===== config.mk =====
export PLATFORM = sky130hd
export DESIGN_NAME = ahblite_decoder_mux
export DESIGN_NICKNAME = d
export VERILOG_FILES = /design/src/rtl/ahblite_decoder_mux.sv
export SDC_FILE = /design/constraint.sdc
export NUM_CORES = 1
export LEC_CHECK = 0
export CAP_MARGIN = 20
export CORE_MARGIN = 5
export CORE_UTILIZATION = 29
export DETAILED_ROUTE_END_ITERATION = 16
export GPL_ROUTABILITY_DRIVEN = 0
export PLACE_DENSITY = 0.83
export RECOVER_POWER = 100
export SLEW_MARGIN = 40
export SYNTH_ARGS = -nofsm -noshare
export SYNTH_HDL_FRONTEND = slang
export SYNTH_SLANG_ARGS = --single-unit

===== constraint.sdc =====
create_clock -name HCLK -period 2.8 [get_ports HCLK]
set_clock_uncertainty 0.15 [all_clocks]
set_input_delay 0.56 -clock HCLK [delete_from_list [all_inputs] [get_ports HCLK]]
set_output_delay 0.56 -clock HCLK [all_outputs]
set_load 0.01 [all_outputs]

===== src/rtl/ahblite_decoder_mux.sv =====
// AHB-Lite address decoder and slave response mux, with a built-in default slave that
// answers unmapped NONSEQ/SEQ transfers with a two-cycle ERROR and counts them.
module ahblite_decoder_mux #(
  parameter int unsigned         NPORT     = 5,
  parameter logic [NPORT-1:0]    PORT_EN   = '1,
  parameter logic [NPORT*32-1:0] BASE_ADDR = {32'h4000_0020, 32'h2000_0000, 32'h0000_0000,
                                              32'h4000_0000, 32'h4000_0010},
  parameter logic [NPORT*32-1:0] ADDR_MASK = {32'hFFFF_FFF0, 32'hFFFF_0000, 32'hFFFF_0000,
                                              32'hFFFF_FFF0, 32'hFFFF_FFF0}
) (
  input  logic                  HCLK,
  input  logic                  HRESET,
  input  logic [31:0]           HADDR,
  input  logic [1:0]            HTRANS,
  output logic [NPORT-1:0]      HSEL_P,
  input  logic [NPORT*32-1:0]   HRDATA_P,
  input  logic [NPORT-1:0]      HREADYOUT_P,
  input  logic [NPORT-1:0]      HRESP_P,
  output logic [31:0]           HRDATA,
  output logic                  HREADY,
  output logic                  HRESP,
  input  logic                  ERR_CNT_CLR,
  output logic [15:0]           ERR_CNT
);

  localparam logic [1:0] StOk   = 2'd0;
  localparam logic [1:0] StErr1 = 2'd1;
  localparam logic [1:0] StErr2 = 2'd2;

  logic             hit;
  logic [2:0]       hit_idx;
  logic [NPORT-1:0] hsel;
  logic             sel_def_q;
  logic [2:0]       sel_idx_q;
  logic [1:0]       state_q, state_d;
  logic [15:0]      err_cnt_q, err_cnt_d;

  // Lowest matching index wins, so HSEL_P is one-hot or zero.
  always_comb begin
    hit     = 1'b0;
    hit_idx = '0;
    hsel    = '0;
    for (int unsigned i = 0; i < NPORT; i++) begin
      if (!hit && PORT_EN[i] &&
          ((HADDR & ADDR_MASK[32*i +: 32]) == BASE_ADDR[32*i +: 32])) begin
        hit     = 1'b1;
        hit_idx = 3'(i);
        hsel[i] = 1'b1;
      end
    end
  end

  assign HSEL_P  = hsel;
  assign ERR_CNT = err_cnt_q;

  always_comb begin
    HRDATA = '0;
    HREADY = 1'b1;
    HRESP  = 1'b0;
    if (sel_def_q) begin
      HREADY = (state_q != StErr1);
      HRESP  = (state_q != StOk);
    end else begin
      for (int unsigned i = 0; i < NPORT; i++) begin
        if (sel_idx_q == 3'(i)) begin
          HRDATA = HRDATA_P[32*i +: 32];
          HREADY = HREADYOUT_P[i];
          HRESP  = HRESP_P[i];
        end
      end
    end
  end

  // ERR1 always advances; from OK or ERR2 a new unmapped NONSEQ/SEQ starts another error.
  always_comb begin
    state_d = StOk;
    if (state_q == StErr1) begin
      state_d = StErr2;
    end else if (HREADY && !hit && HTRANS[1]) begin
      state_d = StErr1;
    end
  end

  always_comb begin
    err_cnt_d = err_cnt_q;
    if (ERR_CNT_CLR) begin
      err_cnt_d = '0;
    end else if (state_d == StErr1 && state_q != StErr1 && err_cnt_q != 16'hFFFF) begin
      err_cnt_d = err_cnt_q + 16'd1;
    end
  end

  always_ff @(posedge HCLK or posedge HRESET) begin
    if (HRESET) begin
      sel_def_q <= 1'b1;
      sel_idx_q <= '0;
      state_q   <= StOk;
      err_cnt_q <= '0;
    end else begin
      if (HREADY) begin
        sel_def_q <= !hit;
        sel_idx_q <= hit_idx;
      end
      state_q   <= state_d;
      err_cnt_q <= err_cnt_d;
    end
  end

endmodule


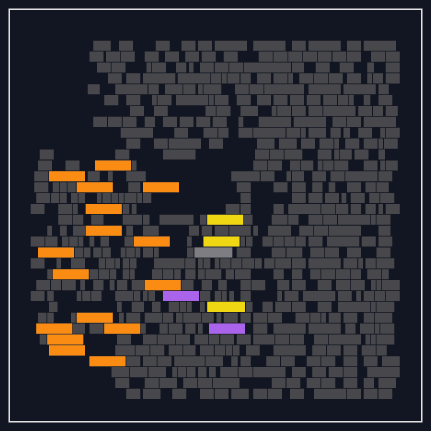
Figure 1: sequential cells grouped by signal name.
(4 px per micron) Other sequential cells in the stronger gray, the rest of the logic in the fainter gray.
state_q -> purple  # sequential cells 2
ERR_CNT -> orange  # sequential cells 16
sel_idx_q -> yellow  # sequential cells 3
not colored = 1

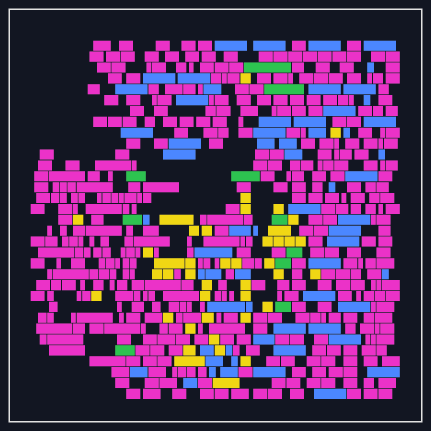
Figure 2: cell sizes after repair.
(4 px per micron)
_6 and larger -> green  # cells 10
_3 and _4 cells -> yellow  # cells 42
_0 and _1 cells -> magenta  # cells 434
_2 cells -> blue  # cells 62

==> run notes <==
Synthesis and place-and-route results.

- The post-synth net total is 473.
- The clock period minus worst slack is 2772 ps.
- Note, the detailed placer reported a final HPWL of 11480 microns.
- The number of antenna violations at the first check in global routing is 0.
- Yosys printed 0 warnings.
- The register area share after synthesis is 22.11%.
- The wire length reported by the detailed router is 14170 microns.
- The first-pass detailed-route iteration total is 4.
- The max-slew violation count is 0.
- The clock tree has to reach 22 sinks.
- The first global-routing pass estimated 19910 microns of wire.
- The final layout contains 757 nets.
- No sink is reached through more buffers than the 2 on the longest clock path.
- In the routed layout, each cell is associated on average with a via count of 5.371.
- The async set-reset flop share out of synthesis is 100.0%.
- STA puts the critical path data arrival time at 2060 ps.
- The number of global-route vias before repair is 3691.
- The xor-xnor portion of the synthesized cell area is 2.105%.
- The clock input transition at the sequential cells of the worst setup and hold paths is 80 ps.
- The initial standard-cell utilization of the core is 30.08%.
- The detailed-route DRC error count is 0.
- The class of the most critical setup path is in2out.
- The synthesized area per cell is 9.419 sq um.
- The tool flagged a number of max-cap violations equal to 0.
- The later pin in the worst-skew pair is clocked with a latency of 270 ps.
- The count of nets left with antenna violations once routing finished came out at 0.
- Per the OpenROAD floorplan log, the width of the die is 102.8 microns.
- The cell with the largest stage delay on the worst path is sky130_fd_sc_hd__clkdlybuf4s50_1.
- The fraction of the mapped netlist area in simple logic gates is 23.36%.
- The final antenna diode tally reported by the flow is 0.
- In this run the power density over the cells is 178.9 nW/um^2.
- The multi-input logic area is 1941 sq um.
- The run finished with clean final reports.
- The maximum VDD drop is 239.6 uV.
- The placement stage leaves a total instance area of 5325 sq um.
- The routed layout has 3507 vias.
- The synthesis report names the predominant flop master as sky130_fd_sc_hd__dfrtp_1.
- Per the detail_route report, routed wire per instance is 21.70 microns.
- The worst setup path is launched from an input port.
- The boundary pin count is 262.
- For the final routed database, the setup TNS stands at 0 ps.
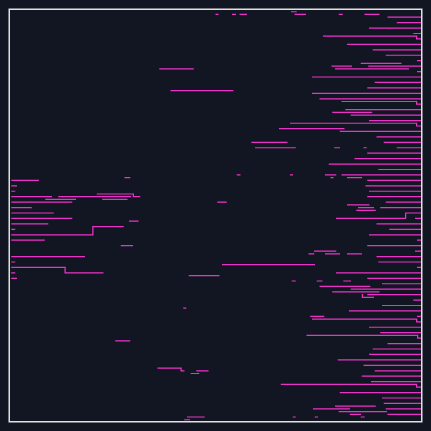
Figure 3: M3 wires.
(4 px per micron)
nets with wire on the layer = 130
longest straight run = 33.8 microns
share of all routed wire = 10%

## what timing repair did
action / CTS / global route
resized: 54 / 53
gates cloned: 2 / 0
endpoints found under the setup margin: 39 / 26
hold buffers: 0 / 0
pin swaps: 2 / 9
setup buffers: 9 / 5
## path summary, 6_finish.rpt
| check | end | from | slack, ps | cells after the start |
|---|---|---|---|---|
| max | HSEL_P[4] | HADDR[8] | 30 | 6 |
| min | state_q[1] | state_q[1] | 320 | 1 |
| max reg2reg | ERR_CNT[7] | sel_idx_q[0] | 300 | 9 |
| min reg2reg | state_q[1] | state_q[1] | 320 | 1 |
| max in group asynchronous | ERR_CNT[13] | HRESET | 1090 | 3 |
| min in group asynchronous | state_q[1] | HRESET | 640 | 2 |
## power breakdown
group	internal [mW]	switching, mW
clock	0.102	0.109
sequential	0.328	0.00896
combinational	0.334	0.124
## metal layers
metal	vias to the layer above	part of all wire (%)	global-route usage, %
met5	-	0	0
met1	1678	31	26.33
met4	0	4.9	11.06
met2	176	54	45.23
met3	41	10	6.428
li1	1612	-	-
## cell usage after synthesis (all sizes together) (4+ instances only)
cell     n  area share (%)
clkbuf  14             2.1
mux4    33              30
a21oi   10             2.0
buf      8             1.8
nand2   12             1.8
o21ai    9             1.8
dfrtp   21              21
nand4    9             2.3
a22oi   32             9.6
nor2    49             7.4
nor3     8             2.1
xor2     4             1.4
or3      5             1.3
inv      5            0.75
nor4     5             1.3
nand2b   4             1.0
nand3    7             1.4
## logic make-up (layout without fill, tap and decap cells)
logic type	Yosys count	in the layout
DFF	22	22
adders and majority gates	1	1
muxes	37	37
AOI/OAI and AO/OA	58	58
xor gates and xnor gates	6	6
buffers and inverters	27	310
and+or+nand+nor	114	114
## flip-flops by register name, summed over array words and instances, names as in the netlist
register   count
ERR_CNT       16
sel_idx_q      3
state_q        2
sel_def_q      1
## stage by stage
step / cells / utilization, %
finish: 653 / 67.75
detailed placement: 633 / 64.16
global route: 653 / 67.75
floorplan: 265 / -
global placement: 633 / 64.16
CTS: 648 / 66.38
## final cells by class
type / instances / area share, %
multi-input combinational: 216 / 34.51
sequential: 22 / 9.835
inverter: 5 / 0.3338
timing repair buffer: 301 / 52.18
tap: 105 / 2.336
clock buffer: 4 / 0.8011
No activity file was given, so power comes from the tool's default toggle rates.
